`config.mk`:
```
export PLATFORM = sky130hd
export DESIGN_NAME = spi_mem_arbiter
export DESIGN_NICKNAME = d
export VERILOG_FILES = /design/src/rtl/spi_arb_pkg.sv /design/src/rtl/spi_shift_engine.sv /design/src/rtl/spi_mem_arbiter.sv
export SDC_FILE = /design/constraint.sdc
export NUM_CORES = 1
export LEC_CHECK = 0
export ABC_CLOCK_PERIOD_IN_PS = 1960
export CAP_MARGIN = 0
export CORE_MARGIN = 2
export CORE_UTILIZATION = 48
export CTS_CLUSTER_DIAMETER = 60
export DETAILED_ROUTE_END_ITERATION = 7
export PLACE_DENSITY = 0.71
export SETUP_SLACK_MARGIN = 0.15
export SLEW_MARGIN = 20
export SYNTH_ARGS = -nofsm -noshare
export SYNTH_HDL_FRONTEND = slang
export SYNTH_SLANG_ARGS = --single-unit
```
`constraint.sdc`:
```
create_clock -name clk -period 1.96 [get_ports clk]
set_clock_uncertainty 0.15 [all_clocks]
set_input_delay 0.49 -clock clk [delete_from_list [all_inputs] [get_ports clk]]
set_output_delay 0.49 -clock clk [all_outputs]
set_load 0.05 [all_outputs]
```
`src/rtl/spi_arb_pkg.sv`:
```
// Shared types and constants for the SPI memory arbiter.
// Holds the FSM state enum, SPI commands, size codes and port ids.
package spi_arb_pkg;

   typedef enum logic [2:0] {
      ST_IDLE,
      ST_SETUP,
      ST_SHIFT,
      ST_HOLD,
      ST_FINISH
   } state_e;

   localparam logic [7:0] CMD_READ      = 8'h03;
   localparam logic [7:0] CMD_WRITE     = 8'h02;
   localparam logic [7:0] CMD_FAST_READ = 8'h0B;

   localparam logic [1:0] SZ_BYTE = 2'd0;
   localparam logic [1:0] SZ_HALF = 2'd1;
   localparam logic [1:0] SZ_WORD = 2'd2;

   localparam logic PORT_IF = 1'b0;
   localparam logic PORT_D  = 1'b1;

endpackage

```
`src/rtl/spi_shift_engine.sv`:
```
// SPI mode-0 bit engine: DIV prescaler, sclk, tx/rx shifters, bit count.
// Ports: start/n_bits/tx_word in; sclk/mosi/busy/last/rx_word out; miso in.
module spi_shift_engine #(
   parameter int DIV = 1
) (
   input  logic        clk,
   input  logic        rst_n,
   input  logic        start,
   input  logic [6:0]  n_bits,
   input  logic [63:0] tx_word,
   input  logic        miso,
   output logic        sclk,
   output logic        mosi,
   output logic        busy,
   output logic        last,
   output logic [31:0] rx_word
);

   localparam int CW = (DIV > 1) ? $clog2(DIV) : 1;
   localparam logic [CW-1:0] DIV_MAX = CW'(DIV - 1);

   logic [CW-1:0] div_q, div_d;
   logic          sclk_q, sclk_d;
   logic          busy_q, busy_d;
   logic [6:0]    bit_q, bit_d;
   logic [6:0]    n_q, n_d;
   logic [63:0]   tx_q, tx_d;
   logic [31:0]   rx_q, rx_d;
   logic          tick;

   assign tick = busy_q && (div_q == DIV_MAX);
   // final falling edge of the frame
   assign last = tick && sclk_q && (bit_q == n_q - 7'd1);

   always_comb begin
      div_d  = div_q;
      sclk_d = sclk_q;
      busy_d = busy_q;
      bit_d  = bit_q;
      n_d    = n_q;
      tx_d   = tx_q;
      rx_d   = rx_q;
      if (start) begin
         div_d  = '0;
         sclk_d = 1'b0;
         busy_d = 1'b1;
         bit_d  = '0;
         n_d    = n_bits;
         tx_d   = tx_word;
         rx_d   = '0;
      end else if (busy_q) begin
         if (tick) begin
            div_d  = '0;
            sclk_d = !sclk_q;
            if (!sclk_q) begin
               rx_d = {rx_q[30:0], miso};
            end else begin
               bit_d = bit_q + 7'd1;
               tx_d  = {tx_q[62:0], 1'b0};
               if (last) begin
                  busy_d = 1'b0;
                  tx_d   = '0;
               end
            end
         end else begin
            div_d = div_q + CW'(1);
         end
      end
   end

   always_ff @(posedge clk or negedge rst_n) begin
      if (!rst_n) begin
         div_q  <= '0;
         sclk_q <= 1'b0;
         busy_q <= 1'b0;
         bit_q  <= '0;
         n_q    <= '0;
         tx_q   <= '0;
         rx_q   <= '0;
      end else begin
         div_q  <= div_d;
         sclk_q <= sclk_d;
         busy_q <= busy_d;
         bit_q  <= bit_d;
         n_q    <= n_d;
         tx_q   <= tx_d;
         rx_q   <= rx_d;
      end
   end

   assign sclk    = sclk_q;
   assign mosi    = tx_q[63];
   assign busy    = busy_q;
   assign rx_word = rx_q;

endmodule

```
`src/rtl/spi_mem_arbiter.sv`:
```
// Round-robin share of one SPI bus between fetch and load/store ports.
// Ports: if_* fetch, d_* data, sclk/mosi/miso/cs1_n/cs2_n SPI pins.
// Option: define SPI_FAST_READ_EN for 0x0B flash reads with 8 dummy bits.
module spi_mem_arbiter
   import spi_arb_pkg::*;
#(
   parameter int DIV    = 1,
   parameter int ADDR_W = 24
) (
   input  logic              clk,
   input  logic              rst_n,
   input  logic              if_req,
   input  logic [ADDR_W-1:0] if_addr,
   output logic [31:0]       if_rdata,
   output logic              if_done,
   input  logic              d_req,
   input  logic              d_we,
   input  logic [1:0]        d_size,
   input  logic [ADDR_W-1:0] d_addr,
   input  logic [31:0]       d_wdata,
   output logic [31:0]       d_rdata,
   output logic              d_done,
   output logic              sclk,
   output logic              mosi,
   input  logic              miso,
   output logic              cs1_n,
   output logic              cs2_n
);

   state_e            state_q, state_d;
   logic              last_q, last_d;
   logic              port_q, port_d;
   logic              we_q, we_d;
   logic [1:0]        size_q, size_d;
   logic [ADDR_W-1:0] addr_q, addr_d;
   logic [31:0]       wdata_q, wdata_d;
   logic [31:0]       if_rdata_q, if_rdata_d;
   logic [31:0]       d_rdata_q, d_rdata_d;

   logic        start, eng_busy, eng_last;
   logic        gnt_if, gnt_d, active;
   logic [6:0]  n_bits;
   logic [7:0]  cmd;
   logic [31:0] wswap, rx_word, rd_asm;
   logic [63:0] tx_word;

   // fetch wins a tie unless it was the last one served
   assign gnt_if = if_req && (!d_req || last_q == PORT_D);
   assign gnt_d  = d_req && !gnt_if;

   // byte 0 goes out first, each byte MSB first
   assign wswap = {wdata_q[7:0], wdata_q[15:8],
                   wdata_q[23:16], wdata_q[31:24]};

   always_comb begin
      cmd    = we_q ? CMD_WRITE : CMD_READ;
      n_bits = 7'd64;
      unique case (size_q)
         SZ_BYTE: n_bits = 7'd40;
         SZ_HALF: n_bits = 7'd48;
         default: n_bits = 7'd64;
      endcase
`ifdef SPI_FAST_READ_EN
      if (!we_q && !addr_q[23]) begin
         cmd    = CMD_FAST_READ;
         n_bits = n_bits + 7'd8;
      end
`endif
      tx_word = {cmd, 1'b0, addr_q[22:0], we_q ? wswap : 32'h0};
   end

   // last received byte sits lowest; swap back to little-endian
   always_comb begin
      unique case (size_q)
         SZ_BYTE: rd_asm = {24'h0, rx_word[7:0]};
         SZ_HALF: rd_asm = {16'h0, rx_word[7:0], rx_word[15:8]};
         default: rd_asm = {rx_word[7:0], rx_word[15:8],
                            rx_word[23:16], rx_word[31:24]};
      endcase
   end

   always_comb begin
      state_d    = state_q;
      last_d     = last_q;
      port_d     = port_q;
      we_d       = we_q;
      size_d     = size_q;
      addr_d     = addr_q;
      wdata_d    = wdata_q;
      if_rdata_d = if_rdata_q;
      d_rdata_d  = d_rdata_q;
      start      = 1'b0;
      unique case (state_q)
         ST_IDLE: begin
            if (gnt_if) begin
               port_d  = PORT_IF;
               last_d  = PORT_IF;
               addr_d  = if_addr;
               we_d    = 1'b0;
               size_d  = SZ_WORD;
               state_d = ST_SETUP;
            end else if (gnt_d) begin
               port_d  = PORT_D;
               last_d  = PORT_D;
               addr_d  = d_addr;
               we_d    = d_we;
               size_d  = d_size;
               wdata_d = d_wdata;
               // flash is read-only: writes complete without bus traffic
               state_d = (d_we && !d_addr[23]) ? ST_FINISH : ST_SETUP;
            end
         end
         ST_SETUP: begin
            start   = 1'b1;
            state_d = ST_SHIFT;
         end
         ST_SHIFT: begin
            if (eng_last || !eng_busy) state_d = ST_HOLD;
         end
         ST_HOLD: begin
            if (!we_q) begin
               if (port_q == PORT_IF) if_rdata_d = rd_asm;
               else                   d_rdata_d  = rd_asm;
            end
            state_d = ST_FINISH;
         end
         ST_FINISH: state_d = ST_IDLE;
         default:   state_d = ST_IDLE;
      endcase
   end

   always_ff @(posedge clk or negedge rst_n) begin
      if (!rst_n) begin
         state_q    <= ST_IDLE;
         last_q     <= PORT_D;
         port_q     <= PORT_IF;
         we_q       <= 1'b0;
         size_q     <= SZ_BYTE;
         addr_q     <= '0;
         wdata_q    <= '0;
         if_rdata_q <= '0;
         d_rdata_q  <= '0;
      end else begin
         state_q    <= state_d;
         last_q     <= last_d;
         port_q     <= port_d;
         we_q       <= we_d;
         size_q     <= size_d;
         addr_q     <= addr_d;
         wdata_q    <= wdata_d;
         if_rdata_q <= if_rdata_d;
         d_rdata_q  <= d_rdata_d;
      end
   end

   spi_shift_engine #(.DIV(DIV)) u_eng (
      .clk     (clk),
      .rst_n   (rst_n),
      .start   (start),
      .n_bits  (n_bits),
      .tx_word (tx_word),
      .miso    (miso),
      .sclk    (sclk),
      .mosi    (mosi),
      .busy    (eng_busy),
      .last    (eng_last),
      .rx_word (rx_word)
   );

   assign active = (state_q == ST_SETUP) || (state_q == ST_SHIFT) ||
                   (state_q == ST_HOLD);
   assign cs1_n  = !(active && !addr_q[23]);
   assign cs2_n  = !(active && addr_q[23]);

   assign if_done  = (state_q == ST_FINISH) && (port_q == PORT_IF);
   assign d_done   = (state_q == ST_FINISH) && (port_q == PORT_D);
   assign if_rdata = if_rdata_q;
   assign d_rdata  = d_rdata_q;

endmodule

```
**Clock wiring as the flow saved it**

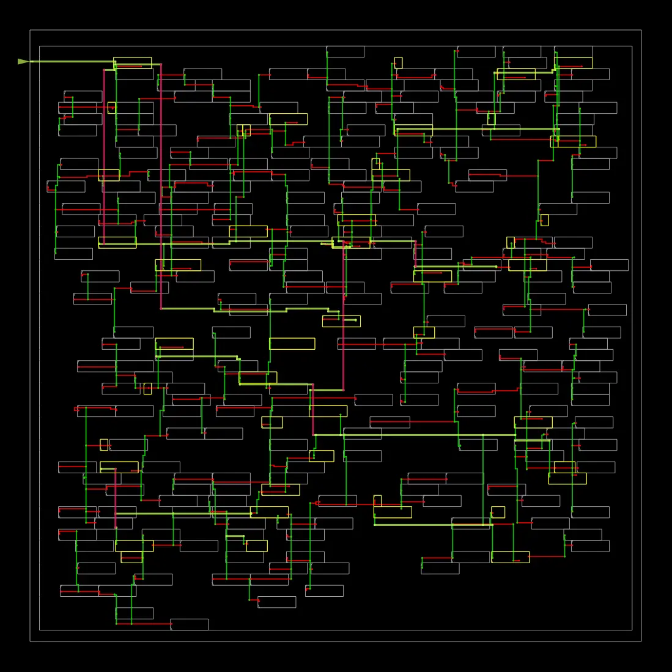
Clk Latency, worst-skew pair: 0.53 ns
TritonCTS sink count: 238
power in the clock group: 4.81 mW
CTS buffer count: 26
clock buffer instance count of the final layout: 33

**Met1 routing**

Scale: 2 px per µm. Supply wires on this layer in gray.
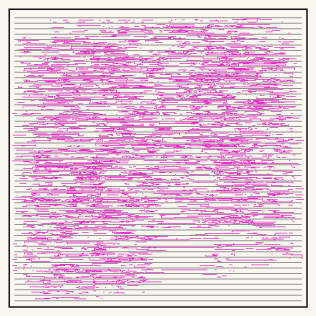
share of all routed wire = 42%
main direction = horizontal
wire length on this layer = 11600 µm
nets with wire on the layer = 1095
longest straight run = 43.2 µm
vias post-DR: 7989
met1 track demand over resource: 31.6%
aggregate routed wire length: 27.4 mm

==> tab_implementation.tex <==
% Synthesis and place-and-route results
\begin{tabular}{lr}
\hline
Metric & Value \\
\hline
\multicolumn{2}{l}{\textbf{Timing}} \\
Worst hold margin & between 0.3 and 0.4 ns \\
Setup repair after global routing missed its margin & yes \\
Final setup violation count & just over 90 \\
Achievable frequency & 450 MHz \\
Minimum clock period after layout & 2.22 ns \\
Max-slew violations & 0 \\
Smallest setup slack after layout & -0.264 ns \\
Count of endpoints failing hold in the final timing report & 0 \\
Cycle use final & 113\% \\
\multicolumn{2}{l}{\textbf{Worst setup path}} \\
Sort of element at the start of the critical path & flip-flop \\
Critical Path Max Stage Delay & 0.39 ns \\
Cell at the slowest stage of the critical path & sky130\_fd\_sc\_hd\_\_dfrtp\_1 \\
Critical path class & flip-flop to flip-flop \\
Critical register-to-register path startpoint & u\_eng.n\_q[4]\$\_DFFE\_PN0P\_ \\
Number of buffer and inverter instances along the worst setup path & 3 \\
Maximum fanout count along the critical path & 8 \\
Critical path origin & u\_eng.n\_q[4]\$\_DFFE\_PN0P\_ \\
Stages on worst setup path & 8 \\
Cell depth of the worst flop-to-flop path & 8 \\
Arrival time of data at the critical path endpoint & 2.49 ns \\
CP top delay family & AND-OR/OR-AND gates \\
Required time reported for the critical path endpoint & 2.22 ns \\
CP Cell Sequence & inv\_2 -> ha\_4 -> xnor2\_4 -> nor4\_4 -> a31oi\_4 -> buf\_12 -> buf\_16 -> a221o\_1 \\
Worst Setup End Kind & flip-flop \\
Worst setup path end & u\_eng.tx\_q[26]\$\_DFFE\_PN0P\_ \\
\multicolumn{2}{l}{\textbf{Global routing}} \\
Pin count of the biggest net entering global routing & 51 \\
Overall overflow remaining after global route & 0 \\
Global routing usage summed across all routing layers & 22.7\% \\
First-pass GRT wire length & 40.5 mm \\
Initial antenna violation count & 1 \\
\multicolumn{2}{l}{\textbf{Final layout}} \\
Top library cells by usage in the layout, fill and taps aside & sky130\_fd\_sc\_hd\_\_dfrtp\_1, sky130\_fd\_sc\_hd\_\_nand2\_1, sky130\_fd\_sc\_hd\_\_buf\_4, sky130\_fd\_sc\_hd\_\_clkdlybuf4s50\_1, sky130\_fd\_sc\_hd\_\_o21ai\_0 \\
Register containing the most flip-flops in the final layout & u\_eng.tx\_q \\
Seq. cell area & 5960 µm² \\
Post-Layout Inst Area & 14400 µm² \\
Commonest non-fill, non-tap cell in the layout & sky130\_fd\_sc\_hd\_\_dfrtp\_1 \\
Clock buffers and inverters, area share & 5.94\% \\
Count of filler cells inserted in the layout & 1373 \\
Seq cells & 238 \\
Fraction of final layout cells with drive strength greater than 1 & around 30\% \\
Layout overhead on the synthesized area & 44.1\% \\
Most area-hungry cell class in the final design & registers \\
Fraction of area in registers & roughly 42\% \\
Number of antenna diodes & 1 \\
Number of multi-input logic gates & 608 \\
Number of non-clock buffers & 263 \\
Final-stage net count & 1232 \\
Number of non-filler instances in the completed layout & around 1.4k \\
Combinational share of cell area & roughly 28\% \\
Util after Layout & between 70\% and 80\% \\
\multicolumn{2}{l}{\textbf{CTS}} \\
Number of H-tree levels & 1 \\
Maximum count of clock buffers along a single path & 3 \\
Worst-path clk slew & 0.07 ns \\
Buffer cell driving the clock tree root & sky130\_fd\_sc\_hd\_\_clkbuf\_16 \\
\multicolumn{2}{l}{\textbf{Synth}} \\
Xor and xnor fraction of the mapped netlist area & 1.14\% \\
Register share after synthesis & 59.8\% \\
Adder and majority cell fraction of the synthesized area & less than 1\% \\
Main logic family after synthesis & AND-OR/OR-AND gates \\
Post-synthesis share of cell area spent on and, or, nand and nor gates & 12.5\% \\
Mean instance size in the synthesized netlist & around 11 µm² \\
Area fraction in compound gates after synthesis & 14.1\% \\
Number of enable-type register cells in the synthesized netlist & 0 \\
Synthesized netlist cell count & 923 \\
Total cells reported by yosys after synthesis & 923 \\
Chip area estimate from yosys synthesis & roughly 10000 µm² \\
Mux cell area share & under 10\% \\
Post-synth top area cell & sky130\_fd\_sc\_hd\_\_dfrtp\_1 \\
Dominant register cell & sky130\_fd\_sc\_hd\_\_dfrtp\_1 \\
Top area cell types & sky130\_fd\_sc\_hd\_\_dfrtp\_1, sky130\_fd\_sc\_hd\_\_nand2\_1, sky130\_fd\_sc\_hd\_\_o21ai\_0, sky130\_fd\_sc\_hd\_\_mux2\_2, sky130\_fd\_sc\_hd\_\_mux2i\_1 \\
FF+latch count, synth & approximately 240 \\
Area share of the leading cell type in the synthesized netlist & 59.5\% \\
\multicolumn{2}{l}{\textbf{Drt}} \\
Total met2 wirelength after detailed routing & 13.6 mm \\
Post-DRT Antenna Nets & 0 \\
Top metal layer carrying routed signals & met4 \\
Vias per cell & between 5 and 6 \\
Number of remaining DRC errors & 0 \\
Detailed route wirelength on metal3 & 1.56 mm \\
Wirelength per Cell & about 19 µm \\
First-pass iteration count of the detailed router & 5 \\
Met1 Routed Length & 11.6 mm \\
DRT iter0 DRCs & approximately 570 \\
\multicolumn{2}{l}{\textbf{Run status}} \\
Failing checks & negative setup slack \\
Outcome & finished, violations left \\
\multicolumn{2}{l}{\textbf{Placement}} \\
IO buf count & 157 \\
Placed wire-length estimate after detailed placement & 14.6 mm \\
Total cell area at the placement stage & 12100 µm² \\
Gpl congestion & $\sim$0.76 \\
Dpl ws & -0.281 ns \\
Total instance count after detailed placement & between 1k and 1.5k \\
\multicolumn{2}{l}{\textbf{Pwr}} \\
Total power of the final layout & 22.3 mW \\
Static leakage & just under 7 nW \\
Pwr per Cell Area & 1550 nW/µm² \\
Worst VDD drop & around 800 µV \\
\multicolumn{2}{l}{\textbf{Floorplan}} \\
Horizontal die size & 148 µm \\
Placeable core area & 20300 µm² \\
Top Ports & 158 \\
Pre-Place Util & slightly below 50\% \\
Tapcells & 270 \\
\multicolumn{2}{l}{\textbf{Run}} \\
Maxcap violations & 0 \\
Tally of OpenROAD warnings & 29 \\
\multicolumn{2}{l}{\textbf{Min path}} \\
Worst Hold Class & input pin to asynchronous set/reset pin \\
\hline
\end{tabular}
**Clock wires, drivers and flops**

Scale: 2 px per µm.
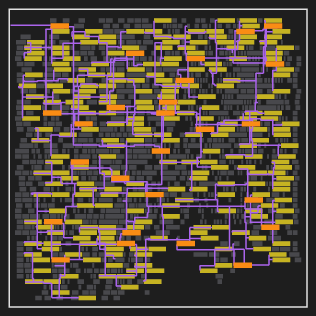
clock drivers -> orange  # count 26
clock wires -> purple  # length 2950 µm
flip-flops -> yellow  # count 238
routed clock nets = 27

**Cell density map**

Scale: 2 px per µm. 15 x 15 tiles, from white (low) to dark blue (high), 0 to 100% covered.
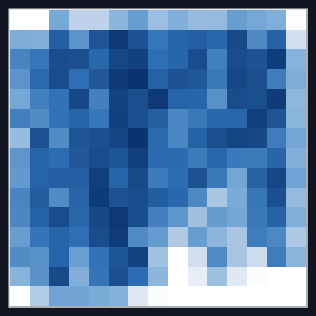
tiles over 75% full = 45%
fullest tile = 99%
nearly empty tiles = 7.1%
emptiest ninth of the die = lower right
mean over tiles = 64%

-- cells in the mapped netlist, types with 2 or more instances --
library cell	count
sky130_fd_sc_hd__dfrtp_1	237
sky130_fd_sc_hd__inv_1	5
sky130_fd_sc_hd__a21oi_1	46
sky130_fd_sc_hd__a22oi_1	23
sky130_fd_sc_hd__mux2i_1	32
sky130_fd_sc_hd__nand2_1	205
sky130_fd_sc_hd__xnor2_1	7
sky130_fd_sc_hd__ha_1	2
sky130_fd_sc_hd__a221o_1	31
sky130_fd_sc_hd__buf_2	21
sky130_fd_sc_hd__a22o_1	10
sky130_fd_sc_hd__or3b_1	2
sky130_fd_sc_hd__or3_1	3
sky130_fd_sc_hd__mux2_2	48
sky130_fd_sc_hd__o21ai_0	110
sky130_fd_sc_hd__buf_4	2
sky130_fd_sc_hd__a21o_1	2
sky130_fd_sc_hd__nor2_1	21
sky130_fd_sc_hd__nand2b_1	3
sky130_fd_sc_hd__buf_6	3
sky130_fd_sc_hd__clkbuf_2	2
sky130_fd_sc_hd__and3_1	36
sky130_fd_sc_hd__nand4_1	2
sky130_fd_sc_hd__nand3b_1	2
sky130_fd_sc_hd__clkbuf_1	44
sky130_fd_sc_hd__nor3_1	3
sky130_fd_sc_hd__xor2_1	6
-- layer usage --
metal,up-vias,global-route usage (%)
met3,49,3.83
met4,0,6.24
met5,-,0
met2,298,37.2
li1,3671,-
met1,3971,31.6
-- power by group --
group          leakage [nW]  internal [mW]  switching, mW
Sequential             3.13           6.53           1.18
Clock                 0.437           2.80           2.02
Combinational          3.18           4.61           5.16
Total                  6.75           13.9           8.36
-- repair_timing --
action,in CTS,in global routing
endpoints found under the hold margin,39,0
pin swaps,42,27
cloned,14,16
endpoints found under the setup margin,87,193
hold buffers,1,0
buffers inserted,14,13
gates resized,83,75
Power and IR drop assume default switching activity.
